## config.mk

```make
export PLATFORM = sky130hd
export DESIGN_NAME = bus_arbiter_flat
export DESIGN_NICKNAME = d
export VERILOG_FILES = /design/src/rtl/bus_arbiter_if.sv /design/src/rtl/bus_arbiter.sv /design/src/flat_wrapper.sv
export SDC_FILE = /design/constraint.sdc
export NUM_CORES = 1
export LEC_CHECK = 0
export CAP_MARGIN = 20
export CORE_AREA = 2 2 229 231
export CTS_CLUSTER_SIZE = 14
export DETAILED_ROUTE_END_ITERATION = 12
export DIE_AREA = 0 0 231 233
export GPL_ROUTABILITY_DRIVEN = 0
export HOLD_SLACK_MARGIN = 0.1
export SYNTH_ARGS = -nofsm -noshare
export SYNTH_HDL_FRONTEND = slang
export SYNTH_SLANG_ARGS = --single-unit
```

## constraint.sdc

```tcl
create_clock -name clk -period 4.1 [get_ports clk]
set_clock_uncertainty 0.15 [all_clocks]
set_input_delay 0.82 -clock clk [delete_from_list [all_inputs] [get_ports clk]]
set_output_delay 0.82 -clock clk [all_outputs]
set_load 0.01 [all_outputs]
```

## src/rtl/bus_arbiter_if.sv

```systemverilog
// Request/ack handshake for the two masters plus the shared data_bus signals.
// The arbiter connects through the slave modport; master-side logic uses the master modport.
interface bus_arbiter_if #(
  parameter int ADDR_WIDTH = 64,
  parameter int DATA_WIDTH = 64
);
  logic                  m0_req;
  logic                  m0_we;
  logic [ADDR_WIDTH-1:0] m0_addr;
  logic [DATA_WIDTH-1:0] m0_wdata;
  logic                  m0_ack;
  logic [DATA_WIDTH-1:0] m0_rdata;
  logic                  m0_err;

  logic                  m1_req;
  logic                  m1_we;
  logic [ADDR_WIDTH-1:0] m1_addr;
  logic [DATA_WIDTH-1:0] m1_wdata;
  logic                  m1_ack;
  logic [DATA_WIDTH-1:0] m1_rdata;
  logic                  m1_err;

  logic                  bus_rw;
  logic [ADDR_WIDTH-1:0] bus_addr;
  logic [DATA_WIDTH-1:0] bus_write;
  logic [DATA_WIDTH-1:0] bus_read;
  logic                  bus_exception;
  logic                  busy;

  modport slave (
    input  m0_req, m0_we, m0_addr, m0_wdata,
    output m0_ack, m0_rdata, m0_err,
    input  m1_req, m1_we, m1_addr, m1_wdata,
    output m1_ack, m1_rdata, m1_err,
    output bus_rw, bus_addr, bus_write,
    input  bus_read, bus_exception,
    output busy
  );

  modport master (
    output m0_req, m0_we, m0_addr, m0_wdata,
    input  m0_ack, m0_rdata, m0_err,
    output m1_req, m1_we, m1_addr, m1_wdata,
    input  m1_ack, m1_rdata, m1_err,
    input  bus_rw, bus_addr, bus_write,
    output bus_read, bus_exception,
    input  busy
  );
endinterface

```

## src/rtl/bus_arbiter.sv

```systemverilog
// Round-robin two-master arbiter for the shared data_bus: grants one requester, holds the
// bus for BUS_LATENCY cycles, captures read data/exception and returns a one-cycle ack.
module bus_arbiter #(
  parameter int ADDR_WIDTH  = 64,
  parameter int DATA_WIDTH  = 64,
  parameter int BUS_LATENCY = 1
) (
  input  logic           clk,
  input  logic           rst,
  bus_arbiter_if.slave   arb
);

  typedef enum logic [1:0] {
    IDLE   = 2'd0,
    ACCESS = 2'd1,
    DONE   = 2'd2
  } state_e;

  localparam logic [3:0] CNT_LOAD = 4'(BUS_LATENCY - 1);

  state_e                state_q, state_d;
  logic [3:0]            cnt_q, cnt_d;
  logic                  grant_id_q, grant_id_d;
  logic                  last_grant_q, last_grant_d;
  logic                  busy_q, busy_d;

  logic                  bus_rw_q, bus_rw_d;
  logic [ADDR_WIDTH-1:0] bus_addr_q, bus_addr_d;
  logic [DATA_WIDTH-1:0] bus_write_q, bus_write_d;

  logic                  m0_ack_q, m0_ack_d;
  logic [DATA_WIDTH-1:0] m0_rdata_q, m0_rdata_d;
  logic                  m0_err_q, m0_err_d;
  logic                  m1_ack_q, m1_ack_d;
  logic [DATA_WIDTH-1:0] m1_rdata_q, m1_rdata_d;
  logic                  m1_err_q, m1_err_d;

  logic                  win_valid;
  logic                  win_id;

  // Under contention the master that was not served last wins.
  always_comb begin
    win_valid = arb.m0_req | arb.m1_req;
    if (arb.m0_req && arb.m1_req) win_id = ~last_grant_q;
    else                          win_id = arb.m1_req;
  end

  always_comb begin
    // NOTE: every variable gets a hold/default value first so no path infers a latch.
    state_d      = state_q;
    cnt_d        = cnt_q;
    grant_id_d   = grant_id_q;
    last_grant_d = last_grant_q;
    bus_rw_d     = bus_rw_q;
    bus_addr_d   = bus_addr_q;
    bus_write_d  = bus_write_q;
    m0_ack_d     = 1'b0;
    m0_rdata_d   = m0_rdata_q;
    m0_err_d     = m0_err_q;
    m1_ack_d     = 1'b0;
    m1_rdata_d   = m1_rdata_q;
    m1_err_d     = m1_err_q;

    case (state_q)
      IDLE: begin
        bus_rw_d = 1'b0;
        if (win_valid) begin
          grant_id_d  = win_id;
          cnt_d       = CNT_LOAD;
          state_d     = ACCESS;
          bus_rw_d    = win_id ? arb.m1_we    : arb.m0_we;
          bus_addr_d  = win_id ? arb.m1_addr  : arb.m0_addr;
          bus_write_d = win_id ? arb.m1_wdata : arb.m0_wdata;
        end
      end
      ACCESS: begin
        if (cnt_q == 4'd0) begin
          bus_rw_d     = 1'b0;
          last_grant_d = grant_id_q;
          state_d      = DONE;
          if (grant_id_q) begin
            m1_ack_d   = 1'b1;
            m1_rdata_d = arb.bus_read;
            m1_err_d   = arb.bus_exception;
          end else begin
            m0_ack_d   = 1'b1;
            m0_rdata_d = arb.bus_read;
            m0_err_d   = arb.bus_exception;
          end
        end else begin
          cnt_d = cnt_q - 4'd1;
        end
      end
      DONE:    state_d = IDLE;
      default: state_d = IDLE;
    endcase

    busy_d = (state_d != IDLE);
  end

  // NOTE: datapath registers are reset too, because every output is required to read 0 after reset.
  always_ff @(posedge clk) begin
    // NOTE: non-blocking assignments keep all flops updating from the same pre-edge values.
    if (rst) begin
      state_q      <= IDLE;
      cnt_q        <= 4'd0;
      grant_id_q   <= 1'b0;
      last_grant_q <= 1'b1;
      busy_q       <= 1'b0;
      bus_rw_q     <= 1'b0;
      bus_addr_q   <= '0;
      bus_write_q  <= '0;
      m0_ack_q     <= 1'b0;
      m0_rdata_q   <= '0;
      m0_err_q     <= 1'b0;
      m1_ack_q     <= 1'b0;
      m1_rdata_q   <= '0;
      m1_err_q     <= 1'b0;
    end else begin
      state_q      <= state_d;
      cnt_q        <= cnt_d;
      grant_id_q   <= grant_id_d;
      last_grant_q <= last_grant_d;
      busy_q       <= busy_d;
      bus_rw_q     <= bus_rw_d;
      bus_addr_q   <= bus_addr_d;
      bus_write_q  <= bus_write_d;
      m0_ack_q     <= m0_ack_d;
      m0_rdata_q   <= m0_rdata_d;
      m0_err_q     <= m0_err_d;
      m1_ack_q     <= m1_ack_d;
      m1_rdata_q   <= m1_rdata_d;
      m1_err_q     <= m1_err_d;
    end
  end

  assign arb.bus_rw    = bus_rw_q;
  assign arb.bus_addr  = bus_addr_q;
  assign arb.bus_write = bus_write_q;
  assign arb.m0_ack    = m0_ack_q;
  assign arb.m0_rdata  = m0_rdata_q;
  assign arb.m0_err    = m0_err_q;
  assign arb.m1_ack    = m1_ack_q;
  assign arb.m1_rdata  = m1_rdata_q;
  assign arb.m1_err    = m1_err_q;
  assign arb.busy      = busy_q;

endmodule

```

## src/flat_wrapper.sv

```systemverilog
// flat-port wrapper written by rule: the top's interface ports become plain ports
module bus_arbiter_flat 
#(
  parameter int ADDR_WIDTH  = 64,
  parameter int DATA_WIDTH  = 64,
  parameter int BUS_LATENCY = 1
)
  (clk, rst, arb_m0_req, arb_m0_we, arb_m0_addr, arb_m0_wdata, arb_m0_ack, arb_m0_rdata, arb_m0_err, arb_m1_req, arb_m1_we, arb_m1_addr, arb_m1_wdata, arb_m1_ack, arb_m1_rdata, arb_m1_err, arb_bus_rw, arb_bus_addr, arb_bus_write, arb_bus_read, arb_bus_exception, arb_busy);
  bus_arbiter_if #(.ADDR_WIDTH(ADDR_WIDTH), .DATA_WIDTH(DATA_WIDTH)) arb_i ();
  input  logic clk;
  input  logic rst;
  input wire logic [$bits(arb_i.m0_req)-1:0] arb_m0_req;
  input wire logic [$bits(arb_i.m0_we)-1:0] arb_m0_we;
  input wire logic [$bits(arb_i.m0_addr)-1:0] arb_m0_addr;
  input wire logic [$bits(arb_i.m0_wdata)-1:0] arb_m0_wdata;
  output wire logic [$bits(arb_i.m0_ack)-1:0] arb_m0_ack;
  output wire logic [$bits(arb_i.m0_rdata)-1:0] arb_m0_rdata;
  output wire logic [$bits(arb_i.m0_err)-1:0] arb_m0_err;
  input wire logic [$bits(arb_i.m1_req)-1:0] arb_m1_req;
  input wire logic [$bits(arb_i.m1_we)-1:0] arb_m1_we;
  input wire logic [$bits(arb_i.m1_addr)-1:0] arb_m1_addr;
  input wire logic [$bits(arb_i.m1_wdata)-1:0] arb_m1_wdata;
  output wire logic [$bits(arb_i.m1_ack)-1:0] arb_m1_ack;
  output wire logic [$bits(arb_i.m1_rdata)-1:0] arb_m1_rdata;
  output wire logic [$bits(arb_i.m1_err)-1:0] arb_m1_err;
  output wire logic [$bits(arb_i.bus_rw)-1:0] arb_bus_rw;
  output wire logic [$bits(arb_i.bus_addr)-1:0] arb_bus_addr;
  output wire logic [$bits(arb_i.bus_write)-1:0] arb_bus_write;
  input wire logic [$bits(arb_i.bus_read)-1:0] arb_bus_read;
  input wire logic [$bits(arb_i.bus_exception)-1:0] arb_bus_exception;
  output wire logic [$bits(arb_i.busy)-1:0] arb_busy;
  assign arb_i.m0_req = arb_m0_req;
  assign arb_i.m0_we = arb_m0_we;
  assign arb_i.m0_addr = arb_m0_addr;
  assign arb_i.m0_wdata = arb_m0_wdata;
  assign arb_m0_ack = arb_i.m0_ack;
  assign arb_m0_rdata = arb_i.m0_rdata;
  assign arb_m0_err = arb_i.m0_err;
  assign arb_i.m1_req = arb_m1_req;
  assign arb_i.m1_we = arb_m1_we;
  assign arb_i.m1_addr = arb_m1_addr;
  assign arb_i.m1_wdata = arb_m1_wdata;
  assign arb_m1_ack = arb_i.m1_ack;
  assign arb_m1_rdata = arb_i.m1_rdata;
  assign arb_m1_err = arb_i.m1_err;
  assign arb_bus_rw = arb_i.bus_rw;
  assign arb_bus_addr = arb_i.bus_addr;
  assign arb_bus_write = arb_i.bus_write;
  assign arb_i.bus_read = arb_bus_read;
  assign arb_i.bus_exception = arb_bus_exception;
  assign arb_busy = arb_i.busy;
  bus_arbiter #(.ADDR_WIDTH(ADDR_WIDTH), .DATA_WIDTH(DATA_WIDTH), .BUS_LATENCY(BUS_LATENCY)) u_core (.clk(clk), .rst(rst), .arb(arb_i));
endmodule
```

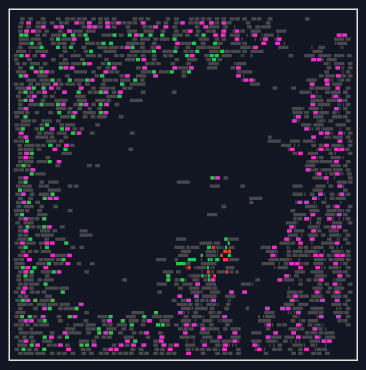
Fig. 1. Logic cells by family (run 1).
(1.5 px per µm)
multiplexers: marked magenta, cells 259, most used mux2i_1, where widely spread. inverting AOI/OAI gates: marked green, cells 144, most used o2bb2ai_1. AND and OR gates: marked red, cells 9, most used or3_1.

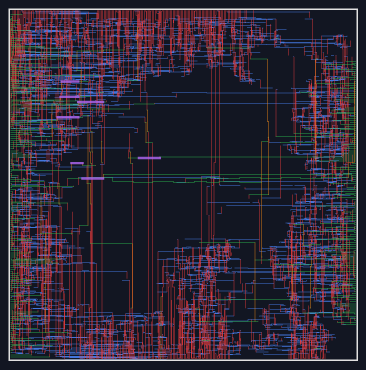
Fig. 2. Wiring by layer (run 1).
(1.5 px per µm)
met4: marked orange, wire length 896 µm. met1: marked blue, wire length 16900 µm. met3: marked green, wire length 4260 µm. met5: marked purple, wire length 88.3 µm. met2: marked red, wire length 21.3 mm.

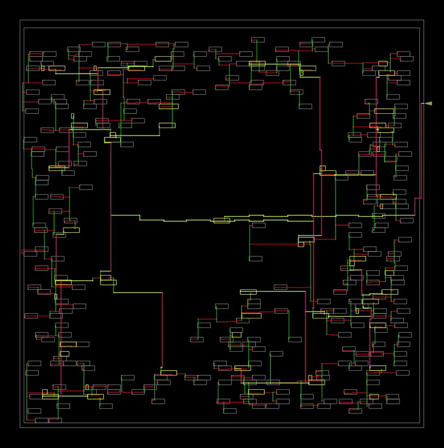
Fig. 3. Clock wiring as the flow saved it (run 1).
CTS buffer count: 34
CTS Sinks: 270

[run 1: final timing paths]
check | from | endpoint | slack (ns)
worst max register to register | u_core.cnt_q[0] | u_core.arb.m1_rdata[26] | 1.48
worst min-delay path | u_core.arb.m0_rdata[27] | u_core.arb.m0_rdata[27] | 0.31
worst min register to register | u_core.arb.m0_rdata[27] | u_core.arb.m0_rdata[27] | 0.31
worst max-delay path | u_core.cnt_q[0] | u_core.arb.m1_rdata[26] | 1.48
[run 1: stage by stage]
stage / setup WS [ns] / instances / util (%) / cell area, µm²
final: 1.479 / 2239 / 35.67 / 18230
after global placement: 1.157 / 2180 / 33.45 / 17090
after global routing: 1.267 / 2239 / 35.67 / 18230
after floorplan: 1.937 / 980 / - / 10520
after CTS: 1.414 / 2238 / 35.62 / 18200
after detailed placement: 1.108 / 2180 / 33.45 / 17090
[run 1: synth_stat cells (all sizes together), types with 2 or more instances]
library cell	count
nand2	199
inv	5
o2bb2ai	128
or2	2
nor3b	2
or4	2
buf	38
o221ai	2
or3	3
dfxtp	270
ha	2
mux2i	259
a21boi	3
clkbuf	41
a21oi	7
nand3	3
nor2	4
o21ai	3
[run 1: metal layers]
metal	part of all wire (%)	wire length, µm	up-vias	global-route usage, %
met2	49	21320	383	27.13
met5	0.20	88	-	0
met4	2.1	895	14	3.710
met3	9.8	4261	76	6.397
li1	-	-	4597	-
met1	39	16930	4489	16.93
[run 1: flip-flops by register name, summed over array words and instances (netlist names), 2 cells and up]
signal / flops
u_core.arb.bus_addr: 64
u_core.arb.bus_write: 64
u_core.arb.m0_rdata: 64
u_core.arb.m1_rdata: 64
u_core.cnt_q: 4
u_core.state_q: 2
[run 1: power breakdown]
part / internal, µW / leakage, µW / switching, µW
registers: 2830 / 0.00221 / 113
clock network: 1820 / 0.000535 / 1200
logic: 816 / 0.00418 / 595
==> impl_metrics.toml, run 1 <==
# yosys + openroad results
[run_status]
status = "finished, final reports clean"

[sta]
hold_slack_ns = 0.3052
slew_violations = 0
setup_tns_ns = 0

[logic_synthesis]
fa_ha_area_share_pct = 0.2378
synth-edff-count = 0
yosys-stat-cells = 980

[layout]
clock_buffers = 47
combGateArea_um2 = 4783
biggestCellCategory = "non-clock buffers"

[power_and_ir_drop]
vdd_drop_max_mv = 0.3009
power_density_nw_per_um2 = 404.0

[clocking]
post_cts_buffers = 0
clkSlewWorstSetupHoldPaths_ns = 0.06
cts-root-buf = "clkbuf_16"

[critical_path]
cp.required_ns = 4.38
cp.arrival_ns = 2.91
critPathLaunchType = "register"

[floorplanning]
core_area_um2 = 51090

[global_route]
grt_pass1_wl_um = 62430
Fig. 4: run 1, sequential cells colored by netlist name
(1 px per µm) Other sequential cells in the stronger gray, the rest of the logic in the fainter gray.
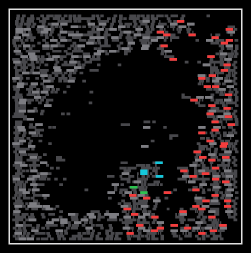

--- run 2 (diff from run 1) ---
Settings changed: CORE_AREA 2 2 229 231 to 2 2 230 232, DIE_AREA 0 0 231 233 to 0 0 232 234.
Clock period 4.1 ns to 2.1 ns, I/O delays scaled along.
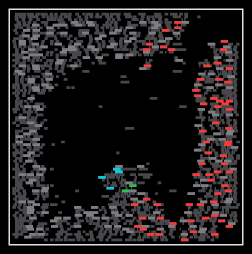
Fig. 5. Sequential cells colored by netlist name (run 2).
(1 px per µm) Other sequential cells in the stronger gray, the rest of the logic in the fainter gray.
u_core.arb.m0_rdata: marked red, sequential cells 64. u_core.state_q: marked green, sequential cells 2. u_core.cnt_q: marked cyan, sequential cells 4.

==> run 2 against run 1 <==
Effect of this change: combinational power is 110% higher; wire length is 4.6% lower; flip-flop count stayed put; synthesized area stayed put; critical path depth is 4 lower; worst hold slack worse by 0.031 ns; clock power is 77% higher.
==> impl_metrics.toml, run 2 <==
# yosys + openroad results
[logic_synthesis]
yosys-stat-cells = 980
synth_top_cell_by_count = "dfxtp_1"
fa_ha_area_share_pct = 0.2378
synth-edff-count = 0
top_cells_by_count = "270 x dfxtp_1, 259 x mux2i_1, 199 x nand2_1"

[place]
pre_cts_ws_ns = -0.1449
placed_area_um2 = 17730
dp_cells = 2243

[global_route]
grt_usage_pct = 14.22
grt_pass1_wl_um = 59530

[critical_path]
critPathLaunchType = "register"
regToRegSetupSlack_ns = 0.10
cp.arrival_ns = 1.48
slowest_stage = "clkdlybuf4s50_1"

[clocking]
cts_sinks = 270
clkSlewWorstSetupHoldPaths_ns = 0.06
cts-root-buf = "clkbuf_16"
cts_max_level = 1

[layout]
finalNonFillerCells = 2304
combGateArea_um2 = 4802
stdcell_area_um2 = 18880

[sta]
slew_violations = 0
setup_tns_ns = 0
fin_ws_ns = 0.04741

[floorplanning]
core_area_um2 = 52020

[power_and_ir_drop]
vdd_drop_max_mv = 0.5352
leakagePower_uw = 0.007838
power_density_nw_per_um2 = 740.8

[run_status]
status = "finished, final reports clean"
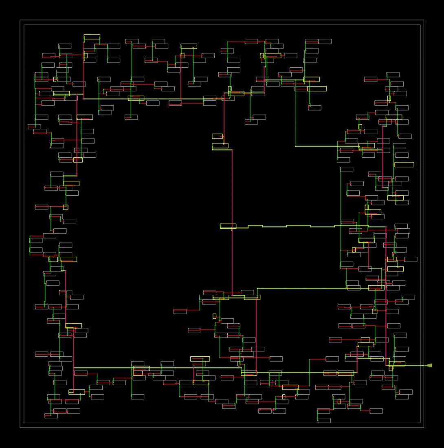
Fig. 6. Clock wiring as the flow saved it (run 2).
clock buffers: 39
clk_lat worst skew: 0.58 ns
CTS buffer count: 30

## run 2: cell counts after synthesis
Identical to the previous run, type by type.
## run 2: cell families after synthesis
family / count (synthesis)
AND/OR/NAND/NOR: 220
AND-OR/OR-AND: 145
flip-flops: 270
multiplexers: 259
adder cells (fa/ha/maj): 2
buffers and inverters: 84
## run 2: power by group
part	total [µW]	switching [µW]	internal, µW
combinational	2910	1190	1720
clock	5330	2180	3160
sequential	5740	225	5520
## run 2: final timing paths
kind                                               from                      end  depth (start not counted)
worst min-delay path                   arb_bus_read[11]  u_core.arb.m0_rdata[11]                          3
worst max register to register          u_core.cnt_q[0]  u_core.arb.m0_rdata[41]                          7
worst min register to register   u_core.arb.m1_rdata[1]   u_core.arb.m1_rdata[1]                          2
worst max-delay path            u_core.arb.bus_addr[21]         arb_bus_addr[21]                          1
## run 2: per-stage QoR
stage	total power (µW)	util, %	hold WS, ns
2_1_floorplan	6886	-	0.2861
6_report	13990	36.29	0.2739
4_1_cts	14200	35.91	0.2336
5_1_grt	14610	36.28	0.2655
3_5_place_dp	8795	34.07	0.2955
3_3_place_gp	8777	34.07	0.2913
## run 2: layout make-up
cell class / instances / share of cell area [%]
antenna: 1 / 0.01326
sequential: 270 / 28.65
inverter: 5 / 0.1259
clock buffer: 39 / 4.421
multi-input combinational: 626 / 25.44
tap: 688 / 4.560
timing repair buffer: 659 / 35.89
clock inverter: 16 / 0.9080
## run 2: per-layer routing
layer  up-vias  part of all wire (%)  track usage (%)
met1      4464                    40            16.44
met5         -                  0.15                0
li1       4717                     -                -
met4         8                   2.3            3.666
met3        66                   9.0            4.961
met2       393                    49            24.93
## run 2: repair_timing
item / CTS / global route
cloned: 0 / 3
buffers inserted: 0 / 2
gates resized: 39 / 35
endpoints found under the setup margin: 39 / 107
pin swaps: 0 / 1
No activity file was given, so power comes from the tool's default toggle rates.
